==> run_1/layers.png <==
Only two layers are drawn.
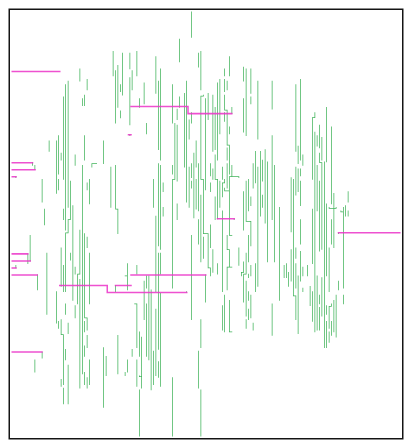
==> run_1/m1.png <==
The bar under the picture is 20 um long. Supply wires on this layer in gray.
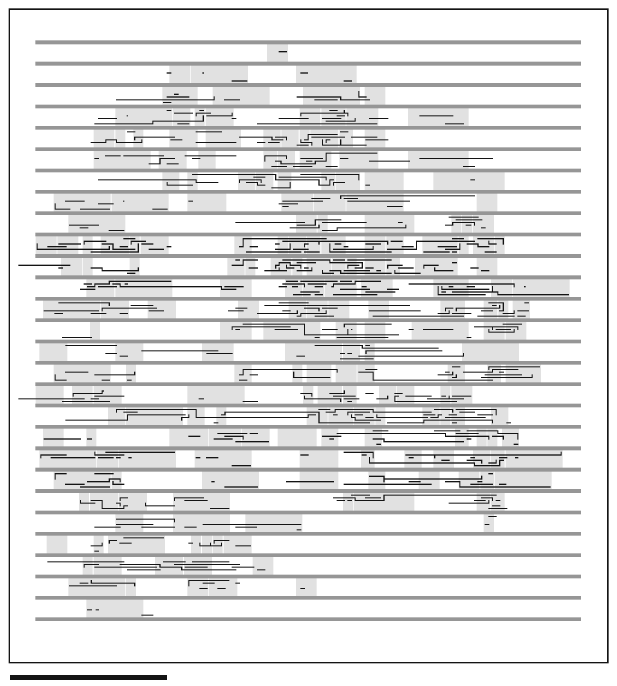
==> run_1/ff_map.png <==
The bar under the picture is 20 um long. Other sequential cells in the stronger gray, the rest of the logic in the fainter gray.
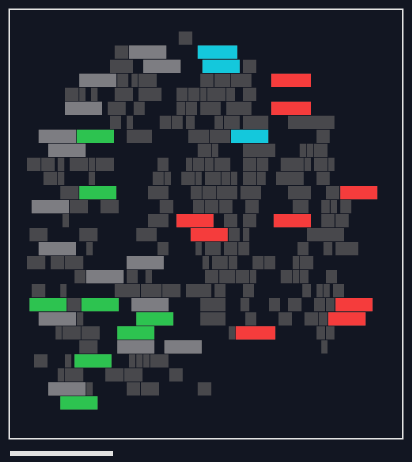
==> run_1/port_trees.png <==
The bar under the picture is 20 um long.
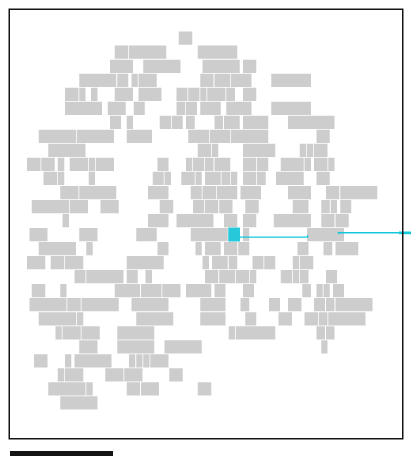
`src/rtl/uart_rx.sv`:
```
// uart_rx: 8N1 LSB-first serial receiver. It emits a one-cycle rx_ready strobe
// with a parallel byte, or a one-cycle frame_err strobe when the stop bit is
// sampled low. It has no back-pressure and holds at most one byte.
module uart_rx #(
    parameter int CLKS_PER_BIT = 434
) (
    input  logic       clk,
    input  logic       rst,
    input  logic       rxd,
    output logic       rx_ready,
    output logic [7:0] rx_data,
    output logic       frame_err,
    output logic       busy
);
    localparam int HALF_BIT = CLKS_PER_BIT / 2;
    localparam int CNT_W    = $clog2(CLKS_PER_BIT);
    localparam logic [CNT_W-1:0] LAST_CNT = CNT_W'(CLKS_PER_BIT - 1);
    localparam logic [CNT_W-1:0] HALF_CNT = CNT_W'(HALF_BIT - 1);

    typedef enum logic [2:0] {
        WAIT_IDLE,
        IDLE,
        START,
        DATA,
        STOP
    } state_t;

    state_t           state_q, state_d;
    logic [CNT_W-1:0] cnt_q, cnt_d;
    logic [2:0]       bit_idx_q, bit_idx_d;
    logic [7:0]       shreg_q, shreg_d;
    logic [7:0]       rx_data_q, rx_data_d;
    logic             rx_ready_q, rx_ready_d;
    logic             frame_err_q, frame_err_d;
    logic             sync1_q, rx_s_q;

    // Two-flop synchroniser. The flops reset high so the line reads as idle.
    always_ff @(posedge clk) begin
        if (rst) begin
            sync1_q <= 1'b1;
            rx_s_q  <= 1'b1;
        end else begin
            sync1_q <= rxd;
            rx_s_q  <= sync1_q;
        end
    end

    // State, counters and output registers.
    always_ff @(posedge clk) begin
        if (rst) begin
            state_q     <= WAIT_IDLE;
            cnt_q       <= '0;
            bit_idx_q   <= '0;
            shreg_q     <= '0;
            rx_data_q   <= '0;
            rx_ready_q  <= 1'b0;
            frame_err_q <= 1'b0;
        end else begin
            state_q     <= state_d;
            cnt_q       <= cnt_d;
            bit_idx_q   <= bit_idx_d;
            shreg_q     <= shreg_d;
            rx_data_q   <= rx_data_d;
            rx_ready_q  <= rx_ready_d;
            frame_err_q <= frame_err_d;
        end
    end

    // Next-state logic. Bits are sampled at mid-bit: the start bit is
    // qualified half a bit in, and each later sample is one full bit after
    // the previous one.
    always_comb begin
        state_d     = state_q;
        cnt_d       = cnt_q;
        bit_idx_d   = bit_idx_q;
        shreg_d     = shreg_q;
        rx_data_d   = rx_data_q;
        rx_ready_d  = 1'b0;
        frame_err_d = 1'b0;
        case (state_q)
            // A line held low (break, or reset mid-frame) must go high
            // before any falling edge is treated as a start bit.
            WAIT_IDLE: begin
                if (rx_s_q) state_d = IDLE;
            end
            IDLE: begin
                if (!rx_s_q) begin
                    state_d = START;
                    cnt_d   = '0;
                end
            end
            START: begin
                if (cnt_q == HALF_CNT) begin
                    cnt_d = '0;
                    if (!rx_s_q) begin
                        state_d   = DATA;
                        bit_idx_d = '0;
                    end else begin
                        state_d = IDLE;   // glitch: drop it with no strobe
                    end
                end else begin
                    cnt_d = cnt_q + 1'b1;
                end
            end
            DATA: begin
                if (cnt_q == LAST_CNT) begin
                    shreg_d = {rx_s_q, shreg_q[7:1]};
                    cnt_d   = '0;
                    if (bit_idx_q == 3'd7) state_d = STOP;
                    else                   bit_idx_d = bit_idx_q + 3'd1;
                end else begin
                    cnt_d = cnt_q + 1'b1;
                end
            end
            STOP: begin
                if (cnt_q == LAST_CNT) begin
                    cnt_d = '0;
                    if (rx_s_q) begin
                        rx_data_d  = shreg_q;
                        rx_ready_d = 1'b1;
                        state_d    = IDLE;
                    end else begin
                        frame_err_d = 1'b1;
                        state_d     = WAIT_IDLE;
                    end
                end else begin
                    cnt_d = cnt_q + 1'b1;
                end
            end
            default: state_d = WAIT_IDLE;
        endcase
    end

    assign rx_ready  = rx_ready_q;
    assign rx_data   = rx_data_q;
    assign frame_err = frame_err_q;
    assign busy      = (state_q == START) || (state_q == DATA) || (state_q == STOP);

endmodule

```
`config.mk`:
```
export PLATFORM = sky130hd
export DESIGN_NAME = uart_rx
export DESIGN_NICKNAME = d
export VERILOG_FILES = /design/src/rtl/uart_rx.sv
export SDC_FILE = /design/constraint.sdc
export NUM_CORES = 1
export LEC_CHECK = 0
export CORE_ASPECT_RATIO = 1.1
export CORE_MARGIN = 3
export CORE_UTILIZATION = 30
export CTS_CLUSTER_SIZE = 24
export DETAILED_ROUTE_END_ITERATION = 8
export PLACE_DENSITY_LB_ADDON = 0.12
export SYNTH_ARGS = -nofsm -noshare
export SYNTH_HDL_FRONTEND = slang
export SYNTH_SLANG_ARGS = --single-unit
```
`constraint.sdc`:
```
create_clock -name clk -period 1.9 [get_ports clk]
set_input_delay 0.38 -clock clk [delete_from_list [all_inputs] [get_ports clk]]
set_output_delay 0.38 -clock clk [all_outputs]
set_load 0.1 [all_outputs]
```
==> results.yml, run 1 <==
# generated from flow reports
final_layout:
  layout_top_cells: "34 x buf_4, 31 x dfxtp_1, 28 x nor2_1, 19 x mux2i_1, 9 x nand2_1"
  comb_cells: 134
  fillers: 509
  drive_gt1_frac: 0.308
  antenna_cells: 0
  layout.nets: 228
  area_growth_syn_to_layout_pct: 34.6
  seq-cell-share: 0.324
  largestClassByArea: "combinational gates"
  largest_reg_flops: 9
  clk_share: 0.0460
  regArea_um2: 706
  inverters_excl_clock: 3
  comb_share: 0.427
  logic_area_um2: 928
  buf_share: 0.156
  design.seq.count: 35
  layout_top_cell: "buf_4"
  final_util: 0.427
setup_path:
  critPathTopFamily: "simple AND/OR/NAND/NOR gates"
  slowest_stage: "or3_4"
  arrival_ns: 2.21
  r2r-end: "state_q[0]"
  crit_chain: "inv_2 -> ha_4 -> nand4b_1 -> or3_4 -> a22o_4 -> or4_4 -> a21oi_2"
  path_buffers: 1
  r2r_slack_ns: -0.1
  path_class: "reg2reg"
  r2r-start: "cnt_q[1]"
  crit_fanout: 4
  crit_start: "cnt_q[1]"
  path_depth: 7
  reg2reg_depth: 7
  crit_end: "state_q[0]"
  crit_path_start_kind: "flip-flop"
  critPathRequiredTime_ns: 2.11
die:
  io_pins: 14
  rows: 27
  core_um2: 5100
  die_area_um2: 6310
  fp_util: 0.317
  die_x_um: 76.0
  tapCellCount: 72
synth:
  fa_ha_area_frac: 0.0387
  syn_inst: 183
  mux_area_frac: 0.118
  simple_gate_area_frac: 0.269
  synth_area_um2: 1620
  syn_area_per_cell_um2: 8.83
  fp_nets: 191
  yosys_warnings: 0
  yosysSeqAreaShare: 0.433
  synth_cell_types: 38
placement:
  port_buffers: 13
  place.gp.congestion: 0.836
  dpl.hpwl_um: 2830
  preCtsSetupSlack_ns: -0.112
final_timing:
  fmax_mhz: 501
  rsz0062_at_grt: "yes"
  setup_violations: 7
  slew_headroom: 0.645
  period_used_share: 1.05
  hold_slack_ns: 0.409
  skew_ns: 0.00399
  finalWorstSetupSlack_ns: -0.0956
  slew_violations: 0
  hold_violations: 0
global_routing:
  grt_busiest_layer: "met2"
  use_met3: 0.0347
  grt_overflow: 0
  first_global_vias: 1473
  grtUsageMet1: 0.151
  track_usage: 0.134
  grt_pass1_wl_um: 6820
  met2_usage: 0.235
  antenna_found_initial: 0
hold_path:
  hold_end: "rx_s_q"
  holdPathStages: 1
  hold_path.class: "reg2reg"
cts:
  cts_resized: 5
  cts_hold_buf: 0
  clk_pin_slew_ns: 0.07
  cts_root_buf: "clkbuf_8"
  post-cts-setup-buffers: 1
  numClockSinks: 35
  clock_latency_ns: 0.28
  cts_buffers: 5
  cts_tree: "built"
power_and_ir_drop:
  ir_drop_mv: 0.466
  p_total_mw: 2.05
  powerDensity_nw_per_um2: 941
  cellLeakagePower_nw: 0.879
detailed_routing:
  wl_met2_um: 1950
  wl_met3_um: 115
  detail-route-antenna-nets: 0
  drc: 0
  vias_per_cell: 4.77
  drt-initial-drc-count: 39
job:
  drv_cap: 0
  tool_warnings: 31
status:
  violations: "negative setup slack"
  status: "finished with violations"
About layers.png:
M2 -> green  # wire length 1950 um
M3 -> magenta  # wire length 116 um
wire per inst: 13.1 um
Routed Wire Length: 3850 um

About m1.png:
longest straight run = 19.8 um
wire length on this layer = 1710 um
share of all routed wire = 44%
nets with wire on the layer = 212
main direction = horizontal

About ff_map.png:
`state_q` -> cyan  # placed flops 3
`cnt_q` -> red  # placed flops 9
`shreg_q` -> green  # placed flops 8
not colored = 15

About port_trees.png:
`busy` -> cyan  # bits 1, direction output, edge east, end cells 1, buffers 1, wire 25.7 um

run 1: report_power, final:
group | switching [mW] | internal (mW)
logic | 0.381 | 0.281
clock network | 0.259 | 0.331
registers | 0.0248 | 0.770
run 1: cells in the mapped netlist:
cell,instances,share of area
or3_1,6,0.023
nand4b_1,1,0.0054
or3b_2,1,0.0054
a31oi_1,4,0.015
nor4b_1,1,0.0054
nor3_1,2,0.0062
or2_1,1,0.0039
nand2_1,10,0.023
and2_1,5,0.019
inv_1,3,0.0070
a221oi_1,1,0.0054
ha_1,5,0.039
a22o_1,1,0.0054
nand4_1,1,0.0039
o32a_1,1,0.0062
a211o_1,1,0.0054
o31ai_1,1,0.0046
a21oi_1,7,0.022
mux2i_1,19,0.12
nor4_1,2,0.0077
nand3_1,7,0.022
a22oi_1,2,0.0093
o21ai_0,4,0.012
or4_1,3,0.014
xor2_1,1,0.0054
or2_2,3,0.012
clkbuf_1,7,0.016
nand3b_1,3,0.014
buf_2,3,0.0093
dfxtp_1,35,0.43
clkbuf_2,1,0.0031
xnor2_1,1,0.0054
o21bai_1,1,0.0046
nand2b_1,2,0.0077
nor2_2,1,0.0039
nor2b_1,7,0.027
nor2_1,28,0.065
a211oi_1,1,0.0046
run 1: through the flow:
stage / TNS [ns] / instances / area [um2]
CTS: -0.210 / 292 / 2110
global route: -2.08 / 293 / 2180
floorplan: -0.0297 / 183 / 1620
detailed placement: -0.224 / 283 / 1980
finish: -0.356 / 293 / 2180
global placement: -0.139 / 283 / 1980
run 1: worst register-to-register path, delay by kind of cell, from the launching register on:
family                     cells  cell delay, ns
and+or+nand+nor                3            0.99
AOI/OAI and AO/OA              2            0.42
DFF                            1            0.33
adders and majority gates      1            0.12
buffers and inverters          1            0.07
==> inputs of run 2 (changes only) <==
RECOVER_POWER = 25   (was unset)
==> run_2/layers.png <==
Only two layers are drawn.
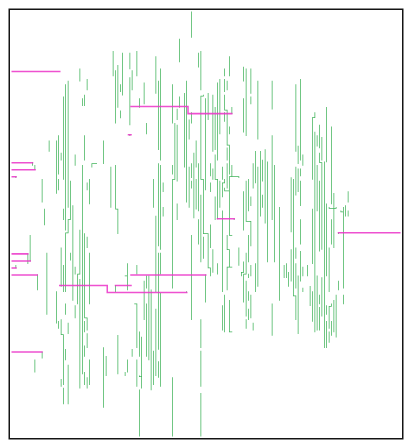
M3 -> magenta  # wire length 116 um
M2 -> green  # wire length 1950 um
wire per inst: 13.1 um
Global Route Usage Sum: 0.134
Vias: 1398
Routed Wire Length: 3850 um

==> run_2/ff_map.png <==
The bar under the picture is 20 um long. Other sequential cells in the stronger gray, the rest of the logic in the fainter gray.
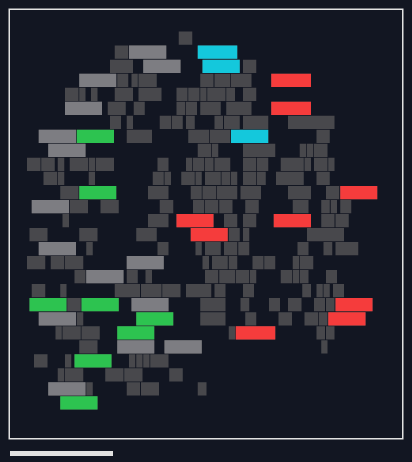
`shreg_q` -> green  # placed flops 8
`cnt_q` -> red  # placed flops 9
`state_q` -> cyan  # placed flops 3
not colored = 15

==> results.yml, run 2 <==
# generated from flow reports
die:
  io_pins: 14
  die_h_um: 83.0
  die_area_um2: 6310
  core_um2: 5100
  fp_util: 0.317
  die_x_um: 76.0
  rows: 27
global_routing:
  antenna_found_initial: 0
  grt_overflow: 0
  grt_pass1_wl_um: 6820
  first_global_vias: 1473
setup_path:
  r2r_slack_ns: -0.1
  path_buffers: 1
  arrival_ns: 2.21
  crit_path_start_kind: "flip-flop"
  reg2reg_depth: 7
  r2r-end: "state_q[0]"
  path_depth: 7
  slowest_stage: "or3_4"
  critPathTopFamily: "simple AND/OR/NAND/NOR gates"
  crit_end: "state_q[0]"
  path_class: "reg2reg"
  crit_fanout: 4
  crit_chain: "inv_2 -> ha_4 -> nand4b_1 -> or3_4 -> a22o_4 -> or4_4 -> a21oi_2"
  r2r-start: "cnt_q[1]"
  critPathRequiredTime_ns: 2.11
  crit_start: "cnt_q[1]"
final_layout:
  area_growth_syn_to_layout_pct: 34.4
  regArea_um2: 706
  layout_top_cell: "buf_4"
  layout_top_cells: "33 x buf_4, 31 x dfxtp_1, 28 x nor2_1, 19 x mux2i_1, 9 x nand2_1"
  final_util: 0.426
  logic_area_um2: 928
  fillers: 509
  drive_gt1_frac: 0.308
  antenna_cells: 0
  layout.nets: 228
  largest_reg_flops: 9
detailed_routing:
  vias_per_cell: 4.77
  drc: 0
  detail-route-antenna-nets: 0
  dr.pass1.iters: 4
  drt-initial-drc-count: 39
synth:
  fp_nets: 191
  yosysSeqAreaShare: 0.433
  netlist.area_leader.share: 0.433
  top_cell: "dfxtp_1"
  yosys_warnings: 0
  synth_cell_types: 38
  syn_inst: 183
  flop_cell: "dfxtp_1"
  syn_area_per_cell_um2: 8.83
  synth_top_cell_by_area: "dfxtp_1"
  synth-async-reset-ratio: 0
  synth-edff-count: 0
  area_leaders: "dfxtp_1 43%, mux2i_1 12%, nor2_1 6.5%"
  top_cells_by_count: "35 x dfxtp_1, 28 x nor2_1, 19 x mux2i_1, 10 x nand2_1"
final_timing:
  period_used_share: 1.05
  finalWorstSetupSlack_ns: -0.0956
  slew_headroom: 0.645
  fmax_mhz: 501
  skew_ns: 0.00399
  setup_violations: 7
  slew_violations: 0
  hold_violations: 0
  rsz0062_at_grt: "yes"
job:
  tool_warnings: 31
  drv_cap: 0
power_and_ir_drop:
  power_frac_seq: 0.388
  p_comb_mw: 0.662
  switching_share: 0.325
  ir_drop_mv: 0.466
  power_frac_clock: 0.288
  p_comb_frac: 0.324
  p_seq_mw: 0.795
  powerDensity_nw_per_um2: 942
  cellLeakagePower_nw: 0.878
  pwr.group.clock_mw: 0.590
  top_power_group: "registers"
  internal-power_mw: 1.38
  switchingPower_mw: 0.665
placement:
  dpl.hpwl_um: 2830
  place.gp.congestion: 0.836
  port_buffers: 13
  preCtsSetupSlack_ns: -0.112
cts:
  clock_latency_ns: 0.28
  cts_buffers: 5
  cts_tree: "built"
  cts_root_buf: "clkbuf_8"
  clk_pin_slew_ns: 0.07
  cts_resized: 5
  numClockSinks: 35
  cts_hold_buf: 0
  post-cts-setup-buffers: 1
status:
  status: "finished with violations"
  violations: "negative setup slack"
hold_path:
  hold_path.class: "reg2reg"
==> run_2/congestion_map.png <==
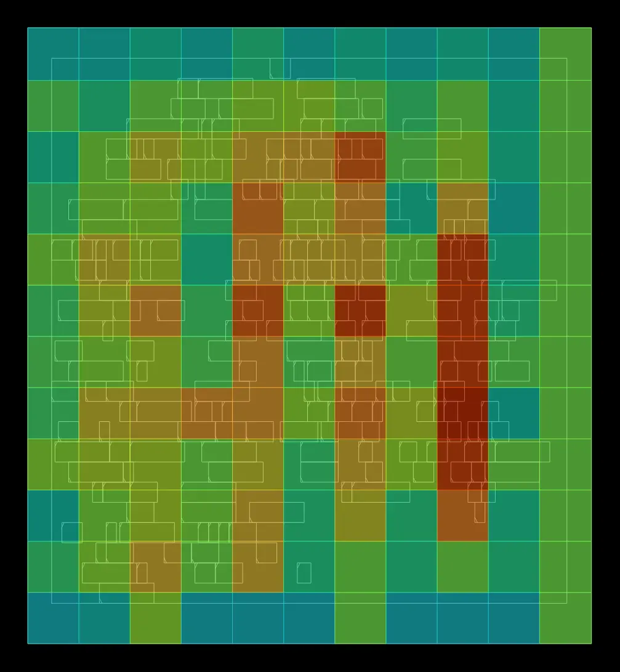
Top Usage Layer GRT: met2
grt met3 use: 0.0347
met2 Use GR: 0.235

run 2: cell counts after synthesis:
Identical to the previous run, type by type.
run 2: through the flow:
step	area, um2	total power [mW]	hold WS [ns]	setup TNS, ns	instances
5_1_grt	2170	2.17	0.418	-2.08	293
2_1_floorplan	1620	1.17	0.389	-0.0297	183
6_report	2170	2.05	0.409	-0.356	293
3_5_place_dp	1980	1.37	0.394	-0.224	283
4_1_cts	2110	1.99	0.411	-0.210	292
3_3_place_gp	1980	1.36	0.391	-0.139	283
run 2: metal layers:
layer	track usage	vias up	wire length (um)
met5	0	-	0
met4	0.0626	0	76
met3	0.0347	6	115
met2	0.235	16	1950
met1	0.151	667	1710
li1	-	709	-
run 2: cell type report:
| type | instances | area share |
|---|---|---|
| multi-input cells | 134 | 0.427 |
| flip-flops and latches | 35 | 0.325 |
| repair buffers | 41 | 0.155 |
| clock buffers | 8 | 0.0461 |
| well taps | 72 | 0.0415 |
| inverters | 3 | 0.00518 |
run 2: kinds of logic (layout without fill, tap and decap cells):
| group | after synthesis | count (layout) | share of synthesized area |
|---|---|---|---|
| and+or+nand+nor | 84 | 84 | 0.269 |
| DFF | 35 | 35 | 0.433 |
| AOI/OAI and AO/OA | 24 | 24 | 0.0952 |
| muxes | 19 | 19 | 0.118 |
| buffers and inverters | 14 | 52 | 0.0356 |
| adders and majority gates | 5 | 5 | 0.0387 |
| xor gates and xnor gates | 2 | 2 | 0.0108 |
run 2: how the worst min path moves through the flow:
stage                  from      to  slack (ns)  cells past startpoint
floorplan           sync1_q  rx_s_q        0.39                      1
global placement    sync1_q  rx_s_q        0.39                      1
detailed placement  sync1_q  rx_s_q        0.39                      1
CTS                 sync1_q  rx_s_q        0.41                      1
global route        sync1_q  rx_s_q        0.42                      1
finish              sync1_q  rx_s_q        0.41                      1
==> inputs of run 3 (changes only) <==
CORE_MARGIN = 4   (was 3)
GPL_ROUTABILITY_DRIVEN = 0   (was unset)
==> run_3/m1.png <==
The bar under the picture is 20 um long. Supply wires on this layer in gray.
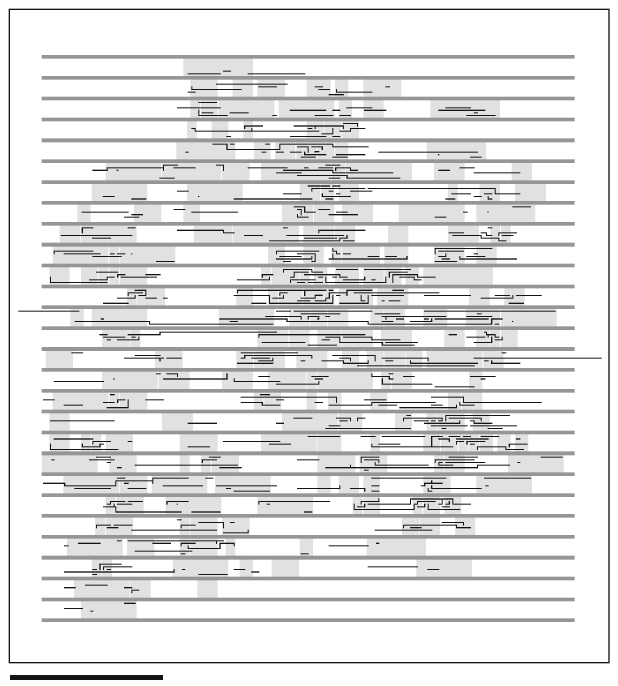
longest straight run = 19.8 um
wire length on this layer = 1700 um
share of all routed wire = 43%
main direction = horizontal
nets with wire on the layer = 217
Vias: 1435
M1 GR Usage: 0.140
Routed Wire Length: 3980 um

==> run_3/ff_map.png <==
The bar under the picture is 20 um long. Other sequential cells in the stronger gray, the rest of the logic in the fainter gray.
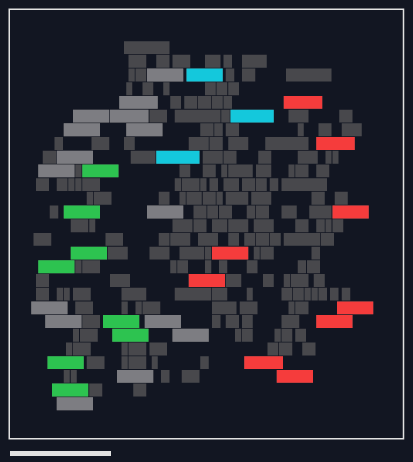
`cnt_q` -> red  # placed flops 9
`state_q` -> cyan  # placed flops 3
`shreg_q` -> green  # placed flops 8
not colored = 15

==> run_3/layers.png <==
Only two layers are drawn.
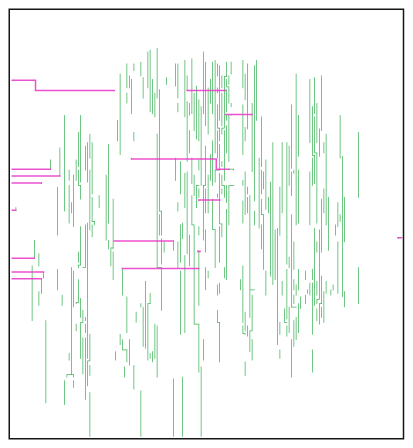
M3 -> magenta  # wire length 128 um
M2 -> green  # wire length 2100 um

==> results.yml, run 3 <==
# generated from flow reports
status:
  status: "finished with violations"
  violations: "negative setup slack"
final_layout:
  largest_reg_flops: 9
  fillers: 507
  layout_top_cells: "28 x nor2_1, 28 x dfxtp_1, 28 x buf_4, 19 x mux2i_1"
  final_util: 0.447
  layout.nets: 232
  antenna_cells: 0
  area_growth_syn_to_layout_pct: 40.9
  logic_area_um2: 986
  regArea_um2: 714
  drive_gt1_frac: 0.356
job:
  drv_cap: 0
  tool_warnings: 31
placement:
  dpl.hpwl_um: 2820
  preCtsSetupSlack_ns: -0.106
  port_buffers: 13
global_routing:
  grt_overflow: 0
  grt_busiest_layer: "met2"
  grt_pass1_wl_um: 6510
  grt_max_degree: 18
  first_global_vias: 1447
  antenna_found_initial: 0
  use_met3: 0.0318
  met2_usage: 0.218
synth:
  netlist.area_leader.share: 0.433
  synth.comb.largest_family: "simple AND/OR/NAND/NOR gates"
  synthXorXnorAreaFrac: 0.0108
  synth_top_cell_by_area: "dfxtp_1"
  top_cell: "dfxtp_1"
  area_leaders: "dfxtp_1 43%, mux2i_1 12%, nor2_1 6.5%"
  yosys_warnings: 0
  yosysSeqAreaShare: 0.433
  simple_gate_area_frac: 0.269
  top_cells_by_count: "35 x dfxtp_1, 28 x nor2_1, 19 x mux2i_1, 10 x nand2_1"
  synth_cell_types: 38
  mux_area_frac: 0.118
  fa_ha_area_frac: 0.0387
  synth-async-reset-ratio: 0
  fp_nets: 191
  aoi_share: 0.0952
  flop_cell: "dfxtp_1"
  syn_inst: 183
  synth-edff-count: 0
die:
  io_pins: 14
  die_x_um: 78.0
  rows: 27
  fp_util: 0.317
  die_area_um2: 6630
  die_h_um: 85.0
  core_um2: 5100
setup_path:
  r2r_slack_ns: -0.04
  crit_path_start_kind: "flip-flop"
  crit_chain: "ha_4 -> ha_4 -> nand2b_4 -> or4_4 -> a21oi_2 -> buf_4 -> mux2i_1 -> nor2_1"
  r2r-start: "bit_idx_q[0]"
  arrival_ns: 2.11
  path_buffers: 1
  r2r-end: "bit_idx_q[1]"
  path_class: "reg2reg"
  critPathTopFamily: "simple AND/OR/NAND/NOR gates"
  reg2reg_depth: 8
  critPathRequiredTime_ns: 2.07
  slowest_stage: "or4_4"
  crit_fanout: 3
hold_path:
  holdCritStartpoint: "sync1_q"
  hold_path.class: "reg2reg"
  hold_end: "rx_s_q"
  holdPathStages: 1
power_and_ir_drop:
  cellLeakagePower_nw: 0.901
  power_frac_clock: 0.256
  powerDensity_nw_per_um2: 902
  ir_drop_mv: 0.336
  internal-power_mw: 1.35
  p_comb_frac: 0.346
  switchingPower_mw: 0.703
  power_frac_seq: 0.399
  switching_share: 0.342
final_timing:
  skew_ns: 0.00989
  hold_violations: 0
  setup_violations: 6
  rsz0062_at_grt: "yes"
  fmax_mhz: 516
  slew_violations: 0
  setup-tns-final_ns: -0.0872
  finalWorstSetupSlack_ns: -0.0376
  period_used_share: 1.02
  slew_headroom: 0.638
  hold_slack_ns: 0.418
cts:
  cts_root_buf: "clkbuf_8"
  clock_latency_ns: 0.29
  cts_tree: "built"
  h-tree-depth: 2
  clk_pin_slew_ns: 0.07
  cts_buffers: 5
  numClockSinks: 35
detailed_routing:
  drt-initial-drc-count: 63
  wl_met3_um: 128
  dr.pass1.iters: 4
  drc: 0
  wl_met2_um: 2100
  vias_per_cell: 4.83
  m1WireLength_um: 1700
  top_layer_used: "met4"
  wl_per_cell_um: 13.4
[run 3: cell counts after synthesis]
No cell type changed its count.
[run 3: worst max-delay path by stage]
stage | startpoint | cells after the start | slack, ns | end
after floorplan | cnt_q[1] | 8 | -0.03 | state_q[0]
after global placement | cnt_q[1] | 9 | -0.05 | rx_data[2]
after detailed placement | bit_idx_q[0] | 8 | -0.11 | bit_idx_q[1]
after CTS | cnt_q[1] | 9 | -0.1 | rx_data[5]
after global routing | bit_idx_q[1] | 8 | -0.11 | bit_idx_q[1]
final | bit_idx_q[0] | 8 | -0.04 | bit_idx_q[1]
[run 3: power by group through the flow]
stage	clock, mW	combinational (mW)	sequential (mW)
finish	0.526	0.710	0.820
floorplan	0	0.364	0.809
CTS	0.546	0.600	0.815
detailed placement	0	0.561	0.820
global route	0.591	0.770	0.822
global placement	0	0.550	0.818
[run 3: what timing repair did]
action / 4_1_cts / 5_1_grt
buffers inserted: 4 / 3
hold endpoints to repair: 0 / 0
gates resized: 23 / 18
hold buffers: 0 / 0
endpoints found under the setup margin: 25 / 30
pin swaps: 9 / 13
[run 3: cell type report]
| cell class | instances | share of cell area |
|---|---|---|
| Timing Repair Buffer | 45 | 0.172 |
| Inverter | 3 | 0.00494 |
| Clock buffer | 6 | 0.0319 |
| Sequential cell | 35 | 0.314 |
| Multi-Input combinational cell | 134 | 0.433 |
| Tap cell | 72 | 0.0395 |
| Clock inverter | 2 | 0.00549 |
[run 3: stage by stage]
stage | instance area (um2) | total power [mW] | instances
3_3_place_gp | 1990 | 1.37 | 283
6_report | 2280 | 2.06 | 297
3_5_place_dp | 1990 | 1.38 | 283
4_1_cts | 2200 | 1.96 | 295
5_1_grt | 2280 | 2.18 | 297
2_1_floorplan | 1620 | 1.17 | 183
No activity file was given, so power comes from the tool's default toggle rates.
